==> run_1/gates.png <==
Drawn at 3 px/micron.
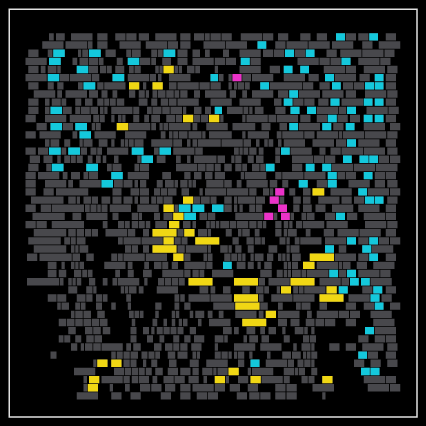
==> run_1/closeup.png <==
Region (53, 80) to (83, 110) microns. Cells in grey, sequential cells in the stronger grey; small squares are vias.
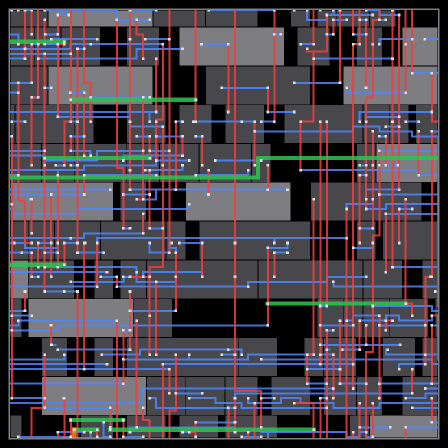
==> run_1/layers.png <==
Drawn at 3 px/micron. Only two layers are drawn.
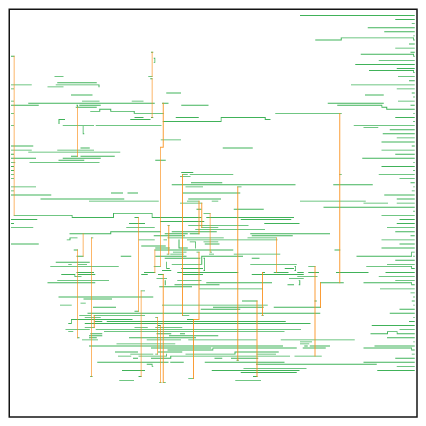
**src/rtl/arkhe_sched_pkg.sv**
```systemverilog
// Shared types and opcode constants for the Arkhe gate scheduler.
package arkhe_sched_pkg;

    // Gate opcodes carried in instr_data[31:28]; 9..13 are unassigned and treated as illegal.
    typedef enum logic [3:0] {
        OP_NOP     = 4'd0,
        OP_H       = 4'd1,
        OP_X       = 4'd2,
        OP_Y       = 4'd3,
        OP_Z       = 4'd4,
        OP_S       = 4'd5,
        OP_T       = 4'd6,
        OP_RZ      = 4'd7,
        OP_CX      = 4'd8,
        OP_BARRIER = 4'd14,
        OP_END     = 4'd15
    } gate_op_e;

    // Instruction word layout: {op, tgt, ctl, param}.
    typedef struct packed {
        logic [3:0]  op;
        logic [4:0]  tgt;
        logic [4:0]  ctl;
        logic [17:0] param;
    } gate_word_t;

    typedef enum logic [1:0] {
        IDLE    = 2'd0,
        RUN     = 2'd1,
        BARRIER = 2'd2,
        DRAIN   = 2'd3
    } sched_state_e;

    // Opcodes 1..7 are single-qubit gates handled by the PE arrays.
    function automatic logic is_single_op(input logic [3:0] op);
        return (op >= OP_H) && (op <= OP_RZ);
    endfunction

endpackage

```
**src/rtl/arkhe_qubit_scoreboard.sv**
```systemverilog
// Per-qubit busy mask plus owner registers for each PE and the CX swapper.
// Set requests come from the issue stage; done pulses clear the owner's qubits.
// All updates are registered, so a freed unit/qubit becomes issuable one cycle later.
module arkhe_qubit_scoreboard #(
    parameter int N_QUBITS = 30,
    parameter int N_PE     = 2,
    parameter int QW       = 5
) (
    input  logic                clk,
    input  logic                rst,
    input  logic [N_PE-1:0]     i_pe_set,
    input  logic [QW-1:0]       i_pe_set_qubit,
    input  logic                i_cx_set,
    input  logic [QW-1:0]       i_cx_set_tgt,
    input  logic [QW-1:0]       i_cx_set_ctl,
    input  logic [N_PE-1:0]     i_pe_done,
    input  logic                i_cx_done,
    input  logic [QW-1:0]       i_chk_tgt,
    input  logic [QW-1:0]       i_chk_ctl,
    output logic [N_QUBITS-1:0] o_busy_mask,
    output logic [N_PE-1:0]     o_pe_busy,
    output logic                o_cx_busy,
    output logic                o_tgt_busy,
    output logic                o_ctl_busy
);

    logic [N_QUBITS-1:0] r_mask;
    logic [N_PE-1:0]     r_pe_busy;
    logic [QW-1:0]       r_pe_owner [N_PE];
    logic                r_cx_busy;
    logic [QW-1:0]       r_cx_tgt;
    logic [QW-1:0]       r_cx_ctl;

    logic [N_PE-1:0]     w_pe_clr;
    logic                w_cx_clr;
    logic [N_QUBITS-1:0] w_set_bits;
    logic [N_QUBITS-1:0] w_clr_bits;
    logic [(1<<QW)-1:0]  w_mask_ext;

    // Done pulses for units that are not busy are spurious and must not clear anything.
    assign w_pe_clr = i_pe_done & r_pe_busy;
    assign w_cx_clr = i_cx_done & r_cx_busy;

    genvar gi, gj;
    generate
        for (gi = 0; gi < N_QUBITS; gi++) begin : g_bit
            logic [N_PE-1:0] w_pe_set_hit;
            logic [N_PE-1:0] w_pe_clr_hit;
            for (gj = 0; gj < N_PE; gj++) begin : g_pe
                assign w_pe_set_hit[gj] = i_pe_set[gj] && (i_pe_set_qubit == QW'(gi));
                assign w_pe_clr_hit[gj] = w_pe_clr[gj] && (r_pe_owner[gj] == QW'(gi));
            end
            assign w_set_bits[gi] = (|w_pe_set_hit) ||
                (i_cx_set && ((i_cx_set_tgt == QW'(gi)) || (i_cx_set_ctl == QW'(gi))));
            assign w_clr_bits[gi] = (|w_pe_clr_hit) ||
                (w_cx_clr && ((r_cx_tgt == QW'(gi)) || (r_cx_ctl == QW'(gi))));
        end
    endgenerate

    // Mask and owner registers; a set only targets free qubits/units, so set and clear never collide.
    always_ff @(posedge clk) begin
        if (rst) begin
            r_mask    <= '0;
            r_pe_busy <= '0;
            r_cx_busy <= 1'b0;
            r_cx_tgt  <= '0;
            r_cx_ctl  <= '0;
            for (int i = 0; i < N_PE; i++) begin
                r_pe_owner[i] <= '0;
            end
        end else begin
            r_mask <= (r_mask & ~w_clr_bits) | w_set_bits;
            for (int i = 0; i < N_PE; i++) begin
                if (i_pe_set[i]) begin
                    r_pe_busy[i]  <= 1'b1;
                    r_pe_owner[i] <= i_pe_set_qubit;
                end else if (w_pe_clr[i]) begin
                    r_pe_busy[i]  <= 1'b0;
                end
            end
            if (i_cx_set) begin
                r_cx_busy <= 1'b1;
                r_cx_tgt  <= i_cx_set_tgt;
                r_cx_ctl  <= i_cx_set_ctl;
            end else if (w_cx_clr) begin
                r_cx_busy <= 1'b0;
            end
        end
    end

    // Zero-extend the mask so any QW-bit index is safe; out-of-range indices read as free.
    always_comb begin
        w_mask_ext = '0;
        w_mask_ext[N_QUBITS-1:0] = r_mask;
    end

    assign o_busy_mask = r_mask;
    assign o_pe_busy   = r_pe_busy;
    assign o_cx_busy   = r_cx_busy;
    assign o_tgt_busy  = w_mask_ext[i_chk_tgt];
    assign o_ctl_busy  = w_mask_ext[i_chk_ctl];

endmodule

```
**src/rtl/arkhe_gate_scheduler.sv**
```systemverilog
// In-order gate scheduler: decodes gate words, checks qubit/unit hazards and
// dispatches single-qubit gates to the lowest free PE and CX gates to the swapper.
module arkhe_gate_scheduler #(
    parameter int N_QUBITS = 30,
    parameter int N_PE     = 2,
    parameter int QW       = 5
) (
    input  logic                clk,
    input  logic                rst,
    input  logic                start,
    input  logic                instr_valid,
    input  logic [31:0]         instr_data,
    output logic                instr_ready,
    output logic [N_PE-1:0]     pe_gate_valid,
    output logic [N_PE*32-1:0]  pe_gate_op,
    input  logic [N_PE-1:0]     pe_done,
    output logic                cx_start,
    output logic [QW-1:0]       cx_target,
    output logic [QW-1:0]       cx_control,
    input  logic                cx_done,
    output logic [N_QUBITS-1:0] busy_mask,
    output logic                sched_busy,
    output logic                prog_done,
    output logic                illegal_err,
    output logic [31:0]         gate_count
);
    import arkhe_sched_pkg::*;

    localparam logic [QW:0] NQ_LIMIT = (QW+1)'(N_QUBITS);

    sched_state_e         r_state;
    logic [N_PE-1:0]      r_pe_gate_valid;
    logic [N_PE*32-1:0]   r_pe_gate_op;
    logic                 r_cx_start;
    logic [QW-1:0]        r_cx_target;
    logic [QW-1:0]        r_cx_control;
    logic                 r_prog_done;
    logic                 r_illegal_err;
    logic [31:0]          r_gate_count;

    gate_word_t           w_word;
    logic [QW-1:0]        w_tgt;
    logic [QW-1:0]        w_ctl;
    logic                 w_is_single, w_is_cx, w_is_nop, w_is_barrier, w_is_end;
    logic                 w_tgt_ok, w_ctl_ok, w_legal_single, w_legal_cx, w_illegal;
    logic [N_PE-1:0]      w_pe_busy;
    logic                 w_cx_busy, w_tgt_busy, w_ctl_busy;
    logic [N_PE-1:0]      w_pe_sel;
    logic                 w_pe_any_free;
    logic                 w_can_issue;
    logic                 w_accept;
    logic [N_PE-1:0]      w_pe_set;
    logic                 w_cx_set;
    logic                 w_all_free;

    assign w_word = instr_data;
    assign w_tgt  = w_word.tgt;
    assign w_ctl  = w_word.ctl;

    // Qubit range checks apply only to gates; NOP/BARRIER/END ignore their operand fields.
    assign w_is_single    = is_single_op(w_word.op);
    assign w_is_cx        = (w_word.op == OP_CX);
    assign w_is_nop       = (w_word.op == OP_NOP);
    assign w_is_barrier   = (w_word.op == OP_BARRIER);
    assign w_is_end       = (w_word.op == OP_END);
    assign w_tgt_ok       = ({1'b0, w_tgt} < NQ_LIMIT);
    assign w_ctl_ok       = ({1'b0, w_ctl} < NQ_LIMIT) && (w_ctl != w_tgt);
    assign w_legal_single = w_is_single && w_tgt_ok;
    assign w_legal_cx     = w_is_cx && w_tgt_ok && w_ctl_ok;
    assign w_illegal      = !(w_is_nop || w_is_barrier || w_is_end || w_legal_single || w_legal_cx);

    arkhe_qubit_scoreboard #(
        .N_QUBITS (N_QUBITS),
        .N_PE     (N_PE),
        .QW       (QW)
    ) u_scoreboard (
        .clk            (clk),
        .rst            (rst),
        .i_pe_set       (w_pe_set),
        .i_pe_set_qubit (w_tgt),
        .i_cx_set       (w_cx_set),
        .i_cx_set_tgt   (w_tgt),
        .i_cx_set_ctl   (w_ctl),
        .i_pe_done      (pe_done),
        .i_cx_done      (cx_done),
        .i_chk_tgt      (w_tgt),
        .i_chk_ctl      (w_ctl),
        .o_busy_mask    (busy_mask),
        .o_pe_busy      (w_pe_busy),
        .o_cx_busy      (w_cx_busy),
        .o_tgt_busy     (w_tgt_busy),
        .o_ctl_busy     (w_ctl_busy)
    );

    // Lowest-index free PE wins.
    always_comb begin
        w_pe_sel      = '0;
        w_pe_any_free = 1'b0;
        for (int i = 0; i < N_PE; i++) begin
            if (!w_pe_busy[i] && !w_pe_any_free) begin
                w_pe_sel[i]   = 1'b1;
                w_pe_any_free = 1'b1;
            end
        end
    end

    // Hazard check for the head word; non-gate and illegal words never block.
    always_comb begin
        w_can_issue = 1'b1;
        if (w_legal_single) begin
            w_can_issue = !w_tgt_busy && w_pe_any_free;
        end else if (w_legal_cx) begin
            w_can_issue = !w_tgt_busy && !w_ctl_busy && !w_cx_busy;
        end
    end

    assign instr_ready = (r_state == RUN) && w_can_issue;
    assign w_accept    = instr_valid && instr_ready;
    assign w_pe_set    = (w_accept && w_legal_single) ? w_pe_sel : '0;
    assign w_cx_set    = w_accept && w_legal_cx;
    assign w_all_free  = !(|w_pe_busy) && !w_cx_busy;

    // Control FSM and registered dispatch outputs.
    always_ff @(posedge clk) begin
        if (rst) begin
            r_state         <= IDLE;
            r_pe_gate_valid <= '0;
            r_pe_gate_op    <= '0;
            r_cx_start      <= 1'b0;
            r_cx_target     <= '0;
            r_cx_control    <= '0;
            r_prog_done     <= 1'b0;
            r_illegal_err   <= 1'b0;
            r_gate_count    <= '0;
        end else begin
            r_pe_gate_valid <= w_pe_set;
            r_cx_start      <= w_cx_set;
            r_prog_done     <= 1'b0;
            for (int i = 0; i < N_PE; i++) begin
                if (w_pe_set[i]) begin
                    r_pe_gate_op[i*32 +: 32] <= w_word;
                end
            end
            if (w_cx_set) begin
                r_cx_target  <= w_tgt;
                r_cx_control <= w_ctl;
            end
            if ((|w_pe_set) || w_cx_set) begin
                r_gate_count <= r_gate_count + 32'd1;
            end
            case (r_state)
                IDLE: begin
                    if (start) begin
                        r_state       <= RUN;
                        r_gate_count  <= '0;
                        r_illegal_err <= 1'b0;
                    end
                end
                RUN: begin
                    if (w_accept) begin
                        if (w_illegal) begin
                            r_illegal_err <= 1'b1;
                        end
                        if (w_is_barrier) begin
                            r_state <= BARRIER;
                        end else if (w_is_end) begin
                            // Nothing in flight: DRAIN would exit immediately, so finish now.
                            if (w_all_free) begin
                                r_state     <= IDLE;
                                r_prog_done <= 1'b1;
                            end else begin
                                r_state <= DRAIN;
                            end
                        end
                    end
                end
                BARRIER: begin
                    if (w_all_free) begin
                        r_state <= RUN;
                    end
                end
                DRAIN: begin
                    if (w_all_free) begin
                        r_state     <= IDLE;
                        r_prog_done <= 1'b1;
                    end
                end
                default: r_state <= IDLE;
            endcase
        end
    end

    assign pe_gate_valid = r_pe_gate_valid;
    assign pe_gate_op    = r_pe_gate_op;
    assign cx_start      = r_cx_start;
    assign cx_target     = r_cx_target;
    assign cx_control    = r_cx_control;
    assign sched_busy    = (r_state != IDLE);
    assign prog_done     = r_prog_done;
    assign illegal_err   = r_illegal_err;
    assign gate_count    = r_gate_count;

endmodule

```
**config.mk**
```make
export PLATFORM = sky130hd
export DESIGN_NAME = arkhe_gate_scheduler
export DESIGN_NICKNAME = d
export VERILOG_FILES = /design/src/rtl/arkhe_sched_pkg.sv /design/src/rtl/arkhe_qubit_scoreboard.sv /design/src/rtl/arkhe_gate_scheduler.sv
export SDC_FILE = /design/constraint.sdc
export NUM_CORES = 1
export LEC_CHECK = 0
export CORE_MARGIN = 5
export CORE_UTILIZATION = 53
export CTS_BUF_LIST = sky130_fd_sc_hd__clkbuf_4
export DETAILED_ROUTE_END_ITERATION = 8
export PLACE_DENSITY = 0.83
export SLEW_MARGIN = 20
export SYNTH_ARGS = -nofsm -noshare
export SYNTH_HDL_FRONTEND = slang
export SYNTH_SLANG_ARGS = --single-unit
```
**constraint.sdc**
```tcl
create_clock -name clk -period 3.6 [get_ports clk]
set_input_delay 0.36 -clock clk [delete_from_list [all_inputs] [get_ports clk]]
set_output_delay 0.36 -clock clk [all_outputs]
set_load 0.05 [all_outputs]
```
==> Table 3: Implementation characteristics, run 1 <==
Table: implementation figures

Parameter                              Value

Worst setup path
  Worst Setup Start Kind .................. input pin
  Reg2reg setup slack .................. 830 ps
  CP Cell Sequence .................. clkdlybuf4s50_1 -> buf_12 -> mux4_2 -> a22o_1 -> or4_4 -> nand3_1 -> a21oi_1 -> nor4b_2 -> buf_12
  Worst setup path endpoint .................. instr_ready

Yosys
  Synth Instances .................. 938
  Compound Share, Synth .................. 26.9%
  Syn avg cell area .................. 8.89 sq um
  Top-area cell type share of the netlist area .................. 35.0%
  Cell type contributing the most total cell area after synthesis .................. dfxtp_1
  Sequential element share of the synthesized area .................. 38.6%

Global route
  Maximum number of pins on one net before global-route repair .................. 55
  Global Route met2 Usage .................. 48.1%

Placed design
  Placed cell areas .................. 10400 sq um
  Placed wire-length estimate .................. 21600 microns
  Number of instances in the placed design .................. 1274

Power and ir drop
  PD cells .................. 304 nW/um^2
  VDD IR max .................. 300 uV
  Overall power consumption .................. 0.00326 W
  Combinational Power .................. 0.000394 W
  Clock network fraction of total power .................. 33.4%

Job
  Max cap viols .................. 0

Min path
  Worst hold path endpoint .................. u_scoreboard.o_cx_busy

Clock network
  Post-cts hold buffer count .................. 0

Final layout
  Non-clock buffer count .................. 217
  Count of sequential standard cells .................. 156
  Area overhead of the layout relative to synthesis .................. 28.7%

Route
  Initial DRC count .................. 1350

STA
  Count of endpoints failing setup in the final report .................. 0
  Final sum of negative setup slack .................. 0 ps
  RSZ-0062 raised after global routing .................. false

Die
  FP Rows .................. 45

Run status
  Outcome .................. completed
Notes on gates.png above:
cyan -> non-inverting ao/oa cells  # cells 92
yellow -> mux cells  # cells 37
magenta -> xor and xnor cells  # cells 6

Notes on closeup.png above:
green -> M3
red -> M2
blue -> M1
orange -> M4
sequential cells in the window = 9
netlist names of flops here include = `gate_count` (3), `r_state` (2)
most frequent = dfxtp_1 (9), buf_4 (9)
cells with their middle in the window = 74

Notes on layers.png above:
orange -> M4  # wire length 703 microns
green -> M3  # wire length 3480 microns

==> run 1 -> run 2 <==
--- a/config.mk
+++ b/config.mk
@@ -10,7 +10,6 @@
 export CTS_BUF_LIST = sky130_fd_sc_hd__clkbuf_4
 export DETAILED_ROUTE_END_ITERATION = 8
 export PLACE_DENSITY = 0.83
-export SLEW_MARGIN = 20
 export SYNTH_ARGS = -nofsm -noshare
 export SYNTH_HDL_FRONTEND = slang
 export SYNTH_SLANG_ARGS = --single-unit
==> run_2/gates.png <==
Drawn at 3 px/micron.
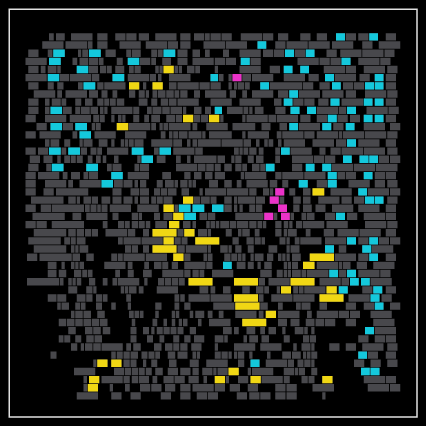
yellow -> mux cells  # cells 37
cyan -> non-inverting ao/oa cells  # cells 92
magenta -> xor and xnor cells  # cells 6
Non-Filler Instances: 1309
fraction of area in multi-input gates: 43.9%
highest-count logic cell in the final layout: clkdlybuf4s50_1

==> Table 3: Implementation characteristics, run 2 <==
Table: implementation figures

Parameter                              Value

Power and ir drop
  Combinational Power .................. 0.000393 W (about the same)
  VDD IR max .................. 299 uV (-0.35%)
  Overall power consumption .................. 0.00326 W (-0.15%)
  PD cells .................. 304 nW/um^2 (-0.10%)
  Net switching power .................. 0.000992 W
  Clock network fraction of total power .................. 33.3% (about the same)

Die
  Floorplan Core Area .................. 15300 sq um
  FP Rows .................. 45 (unchanged)
  Die Wd .................. 135 microns

Yosys
  Synth Instances .................. 938 (unchanged)
  Top-area cell type share of the netlist area .................. 35.0% (unchanged)
  Compound Share, Synth .................. 26.9% (unchanged)
  Leading post-synthesis cells by instance count .................. dfxtp_1 (146), clkbuf_1 (64), a22o_1 (63)
  Post-synthesis cell type with the largest instance count .................. dfxtp_1
  Sequential element share of the synthesized area .................. 38.6% (unchanged)
  Parity-gate share of the synthesized area counting xor and xnor cells .................. 0.630%
  Top cells, area .................. dfxtp_1 (35%), a22o_1 (6.6%), edfxtp_1 (3.6%)
  Yosys warning count .................. 0
  Cell type contributing the most total cell area after synthesis .................. dfxtp_1
  Syn avg cell area .................. 8.89 sq um (unchanged)
  Flops after synth .................. 156

Worst setup path
  Critical Path Start .................. instr_data[19]
  CP Cell Sequence .................. clkdlybuf4s50_1 -> buf_12 -> mux4_2 -> a22o_1 -> or4_4 -> nand3_1 -> a21oi_1 -> nor4b_2 -> buf_12
  Reg2reg setup slack .................. 800 ps (-30 ps)
  Worst setup path endpoint .................. instr_ready
  Worst Setup Start Kind .................. input pin

Final layout
  Area overhead of the layout relative to synthesis .................. 28.7% (about the same)
  Non-clock buffer count .................. 217 (unchanged)
  Count of sequential standard cells .................. 156 (unchanged)
  Fillers .................. 1240

STA
  Count of endpoints failing setup in the final report .................. 0 (unchanged)
  Relative slew slack .................. 21.0%
  Final sum of negative setup slack .................. 0 ps (unchanged)
  RSZ-0062 raised after global routing .................. false

Placed design
  Placed cell areas .................. 10400 sq um (unchanged)
  Placed wire-length estimate .................. 21600 microns (unchanged)

Run status
  Outcome .................. completed

Route
  Initial DRC count .................. 1269 (-6.0%)
  Max layer used .................. met4

Clock network
  Post-cts hold buffer count .................. 0 (unchanged)
  CTS-repair resized insts .................. 0

Min path
  Worst hold path endpoint .................. u_scoreboard.o_cx_busy
  Hold path startpoint .................. rst

Global route
  Global Route met2 Usage .................. 48.1% (unchanged)
  Maximum number of pins on one net before global-route repair .................. 55 (unchanged)

Job
  Max cap viols .................. 0 (unchanged)
Power and IR drop assume default switching activity.
